### Placement by cell class

The bar under the picture is 20 µm long.
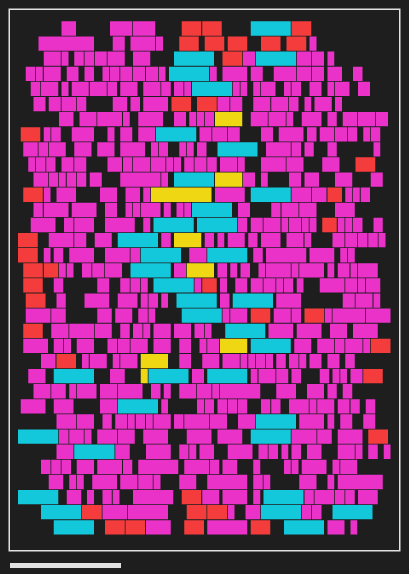
### PDN straps and rails

Pins as bars on the die edge. Tap cells in gray.
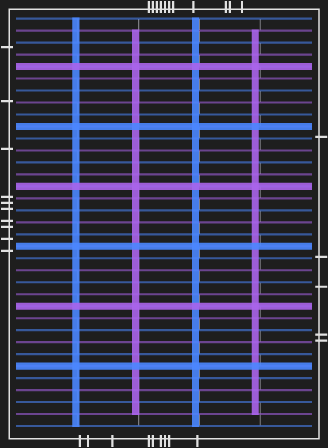
**config.mk**
```make
export PLATFORM = sky130hd
export DESIGN_NAME = piece_motion_ctrl_flat
export DESIGN_NICKNAME = d
export VERILOG_FILES = /design/src/rtl/piece_motion_ctrl_if.sv /design/src/rtl/piece_motion_ctrl.sv /design/src/flat_wrapper.sv
export SDC_FILE = /design/constraint.sdc
export NUM_CORES = 1
export LEC_CHECK = 0
export ABC_CLOCK_PERIOD_IN_PS = 13830
export CAP_MARGIN = 30
export CORE_ASPECT_RATIO = 1.4
export CORE_MARGIN = 1
export CORE_UTILIZATION = 64
export CTS_CLUSTER_SIZE = 14
export DETAILED_ROUTE_END_ITERATION = 16
export PLACE_DENSITY_LB_ADDON = 0.3
export SLEW_MARGIN = 0
export SYNTH_ARGS = -nofsm -noshare
export SYNTH_HDL_FRONTEND = slang
export SYNTH_SLANG_ARGS = --single-unit
```
**constraint.sdc**
```tcl
create_clock -name i_vga_clk -period 13.83 [get_ports i_vga_clk]
set_input_delay 1.383 -clock i_vga_clk [delete_from_list [all_inputs] [get_ports i_vga_clk]]
set_output_delay 1.383 -clock i_vga_clk [all_outputs]
set_load 0.01 [all_outputs]
```
**src/rtl/piece_motion_ctrl_if.sv**
```systemverilog
// Command channel from game logic to one piece's motion controller.
// Valid/ready handshake carrying a move destination or a capture request.
interface piece_motion_ctrl_if;
  logic       cmd_valid;
  logic       cmd_ready;
  logic       cmd_kill;
  logic [2:0] cmd_file;
  logic [2:0] cmd_rank;

  modport master (
    output cmd_valid,
    output cmd_kill,
    output cmd_file,
    output cmd_rank,
    input  cmd_ready
  );

  modport slave (
    input  cmd_valid,
    input  cmd_kill,
    input  cmd_file,
    input  cmd_rank,
    output cmd_ready
  );
endinterface

```
**src/rtl/piece_motion_ctrl.sv**
```systemverilog
// Slides one piece's sprite square-to-square, stepping offsets only on frame ticks.
// Offsets are board-relative pixels; capture makes the piece permanently hidden until reset.
module piece_motion_ctrl #(
  parameter int unsigned STEP_PX   = 4,
  parameter int unsigned INIT_FILE = 0,
  parameter int unsigned INIT_RANK = 0,
  parameter int unsigned SQUARE_PX = 60
) (
  input  logic                 i_vga_clk,
  input  logic                 i_reset,
  input  logic                 i_frame_tick,
  piece_motion_ctrl_if.slave   cmd,
  output logic [9:0]           o_offset_x,
  output logic [9:0]           o_offset_y,
  output logic                 o_captured,
  output logic                 o_moving,
  output logic                 o_done
);

  typedef enum logic [1:0] {StIdle, StSlide, StArrive, StDead} state_e;

  localparam logic [9:0]        InitX = 10'(INIT_FILE * SQUARE_PX);
  localparam logic [9:0]        InitY = 10'(INIT_RANK * SQUARE_PX);
  localparam logic signed [10:0] Step = 11'(STEP_PX);

  state_e     r_state;
  state_e     w_state_nxt;
  logic [9:0] r_cur_x, r_cur_y, r_tgt_x, r_tgt_y;
  logic       r_captured;
  logic [9:0] w_cmd_x, w_cmd_y, w_nx_x, w_nx_y;
  logic       w_accept, w_same, w_last_step;

  // One axis step: snap to target when within a step, else move one step toward it.
  function automatic logic [9:0] axis_step(input logic [9:0] cur, input logic [9:0] tgt);
    logic signed [10:0] d;
    d = $signed({1'b0, tgt}) - $signed({1'b0, cur});
    if (d <= Step && d >= -Step) return tgt;
    else if (d > 0)              return cur + Step[9:0];
    else                         return cur - Step[9:0];
  endfunction

  assign w_cmd_x     = 10'(32'(cmd.cmd_file) * SQUARE_PX);
  assign w_cmd_y     = 10'(32'(cmd.cmd_rank) * SQUARE_PX);
  assign w_accept    = (r_state == StIdle) && cmd.cmd_valid;
  assign w_same      = (w_cmd_x == r_cur_x) && (w_cmd_y == r_cur_y);
  assign w_nx_x      = axis_step(r_cur_x, r_tgt_x);
  assign w_nx_y      = axis_step(r_cur_y, r_tgt_y);
  assign w_last_step = (w_nx_x == r_tgt_x) && (w_nx_y == r_tgt_y);

  always_ff @(posedge i_vga_clk) begin
    if (i_reset) r_state <= StIdle;
    else         r_state <= w_state_nxt;
  end

  always_comb begin
    w_state_nxt = r_state;
    unique case (r_state)
      StIdle: begin
        if (w_accept) w_state_nxt = (cmd.cmd_kill || w_same) ? StArrive : StSlide;
      end
      StSlide: begin
        if (i_frame_tick && w_last_step) w_state_nxt = StArrive;
      end
      StArrive: w_state_nxt = r_captured ? StDead : StIdle;
      StDead:   w_state_nxt = StDead;
      default:  w_state_nxt = StIdle;
    endcase
  end

  always_comb begin
    cmd.cmd_ready = (r_state == StIdle);
    o_moving      = (r_state == StSlide);
    o_done        = (r_state == StArrive);
  end

  // Accept-cycle ticks are ignored because stepping only happens in StSlide.
  always_ff @(posedge i_vga_clk) begin
    if (i_reset) begin
      r_cur_x    <= InitX;
      r_cur_y    <= InitY;
      r_tgt_x    <= InitX;
      r_tgt_y    <= InitY;
      r_captured <= 1'b0;
    end else begin
      if (w_accept && cmd.cmd_kill) r_captured <= 1'b1;
      if (w_accept && !cmd.cmd_kill) begin
        r_tgt_x <= w_cmd_x;
        r_tgt_y <= w_cmd_y;
      end
      if (r_state == StSlide && i_frame_tick) begin
        r_cur_x <= w_nx_x;
        r_cur_y <= w_nx_y;
      end
    end
  end

  assign o_offset_x = r_cur_x;
  assign o_offset_y = r_cur_y;
  assign o_captured = r_captured;

endmodule
```
**src/flat_wrapper.sv**
```systemverilog
// flat-port wrapper written by rule: the top's interface ports become plain ports
module piece_motion_ctrl_flat 
#(
  parameter int unsigned STEP_PX   = 4,
  parameter int unsigned INIT_FILE = 0,
  parameter int unsigned INIT_RANK = 0,
  parameter int unsigned SQUARE_PX = 60
)
  (i_vga_clk, i_reset, i_frame_tick, o_offset_x, o_offset_y, o_captured, o_moving, o_done, cmd_cmd_valid, cmd_cmd_kill, cmd_cmd_file, cmd_cmd_rank, cmd_cmd_ready);
  piece_motion_ctrl_if cmd_i ();
  input  logic i_vga_clk;
  input  logic i_reset;
  input  logic i_frame_tick;
  output logic [9:0] o_offset_x;
  output logic [9:0] o_offset_y;
  output logic o_captured;
  output logic o_moving;
  output logic o_done;
  input wire logic [$bits(cmd_i.cmd_valid)-1:0] cmd_cmd_valid;
  input wire logic [$bits(cmd_i.cmd_kill)-1:0] cmd_cmd_kill;
  input wire logic [$bits(cmd_i.cmd_file)-1:0] cmd_cmd_file;
  input wire logic [$bits(cmd_i.cmd_rank)-1:0] cmd_cmd_rank;
  output wire logic [$bits(cmd_i.cmd_ready)-1:0] cmd_cmd_ready;
  assign cmd_i.cmd_valid = cmd_cmd_valid;
  assign cmd_i.cmd_kill = cmd_cmd_kill;
  assign cmd_i.cmd_file = cmd_cmd_file;
  assign cmd_i.cmd_rank = cmd_cmd_rank;
  assign cmd_cmd_ready = cmd_i.cmd_ready;
  piece_motion_ctrl #(.STEP_PX(STEP_PX), .INIT_FILE(INIT_FILE), .INIT_RANK(INIT_RANK), .SQUARE_PX(SQUARE_PX)) u_core (.i_vga_clk(i_vga_clk), .i_reset(i_reset), .i_frame_tick(i_frame_tick), .cmd(cmd_i), .o_offset_x(o_offset_x), .o_offset_y(o_offset_y), .o_captured(o_captured), .o_moving(o_moving), .o_done(o_done));
endmodule
```
==> impl_metrics.env <==
# yosys + openroad results
export IMPL_yosysWarnings=0
export IMPL_cts_hold_buffers=0
export IMPL_synth_flop_count=37
export IMPL_p_switching_mw=0.392
export IMPL_grt_use_met2_pct=62.4
export IMPL_timing_worst_setup_path_type="reg2reg"
export IMPL_critPathTopFamily="AND-OR/OR-AND gates"
export IMPL_finalCritPeriodShare_pct=40.6
export IMPL_cts_sink_count=37
export IMPL_pin_count=35
export IMPL_dr_total_vias=4106
export IMPL_powerDensity_nw_per_um2=179
export IMPL_ff_count=37
export IMPL_final_critical_path_setup_slack_ns=8.22
export IMPL_n_fill_cell=517
export IMPL_clock_tree_area_fraction_pct=2.52
export IMPL_fp_util_pct=66.7
export IMPL_antenna_cells=0
export IMPL_crit_path_end_kind="flop"
export IMPL_finish_utilization_pct=74.5
export IMPL_critical_path_depth=20
export IMPL_syn_instance_count=531
export IMPL_nonClockInverterCount=32
export IMPL_power_frac_seq_pct=17.2
export IMPL_timing_critical_path_buf_inv=2
export IMPL_post_synth_top_area_fraction_pct=17.9
export IMPL_placedCellCount=619
export IMPL_log_warning_count=37
export IMPL_critical_path_max_fanout=9
export IMPL_mostFrequentLayoutCells="sky130_fd_sc_hd__nand2_1 (49), sky130_fd_sc_hd__a21oi_1 (49), sky130_fd_sc_hd__ha_1 (44), sky130_fd_sc_hd__dfxtp_1 (37), sky130_fd_sc_hd__nor2_1 (36)"
export IMPL_worstRegToRegCells=20
export IMPL_m1WireLength_um=4160
export IMPL_gp_congestion=0.988
export IMPL_drt_first_iter_violations=212
export IMPL_detail_route_wirelength_um=11100
export IMPL_setup_viol=0
export IMPL_result_of_the_run="complete, no violations"
export IMPL_avgRoutedWirePerCell_um=17.6
export IMPL_drt_antenna_violating_nets=0
export IMPL_synth_cellmix_simpleShare_pct=21.3
export IMPL_met3_length_um=377
export IMPL_crit_path_cell_trace="inv_1, ha_1, or3b_4, a2111oi_4, nor2b_1, xor2_1, nand4b_1, o31a_1, nand2b_1, inv_1, fa_1, xor2_1, nand4_1, a21oi_1, o311ai_0, nor3_1, and3_1, o311ai_1, o2bb2ai_1, a2111oi_2"
export IMPL_buffer_ports_inserted=34
export IMPL_power_switching_share_pct=47.4
export IMPL_synthMuxAreaShare_pct=3.14
export IMPL_cellLeakagePower_nw=1.93
export IMPL_slowest_stage="sky130_fd_sc_hd__fa_1"
export IMPL_grtUsageMet3_pct=3.84
export IMPL_globalRoute_busiestLayer="met2"
export IMPL_share_clk_of_total_power_pct=11.5
Notes on 'Placement by cell class' above:
[magenta] all other logic | cells: 472 | share of their area: 73%
[red] other buffers and delay cells | cells: 38 | share of their area: 8.2%
[yellow] clock drivers and dummy loads | cells: 8 | share of their area: 2.6%
[cyan] flops | cells: 37 | share of their area: 16%
row cnt: 34
core area: 6210 µm²
flip-flop and latch share of the layout cell area: 16.0%

Notes on 'PDN straps and rails' above:
[blue] VSS
[purple] VDD
met4 straps: 4
met5 straps: 6
peak supply drop: 135 µV
die height: 97.2 µm
width of the die: 70.0 µm

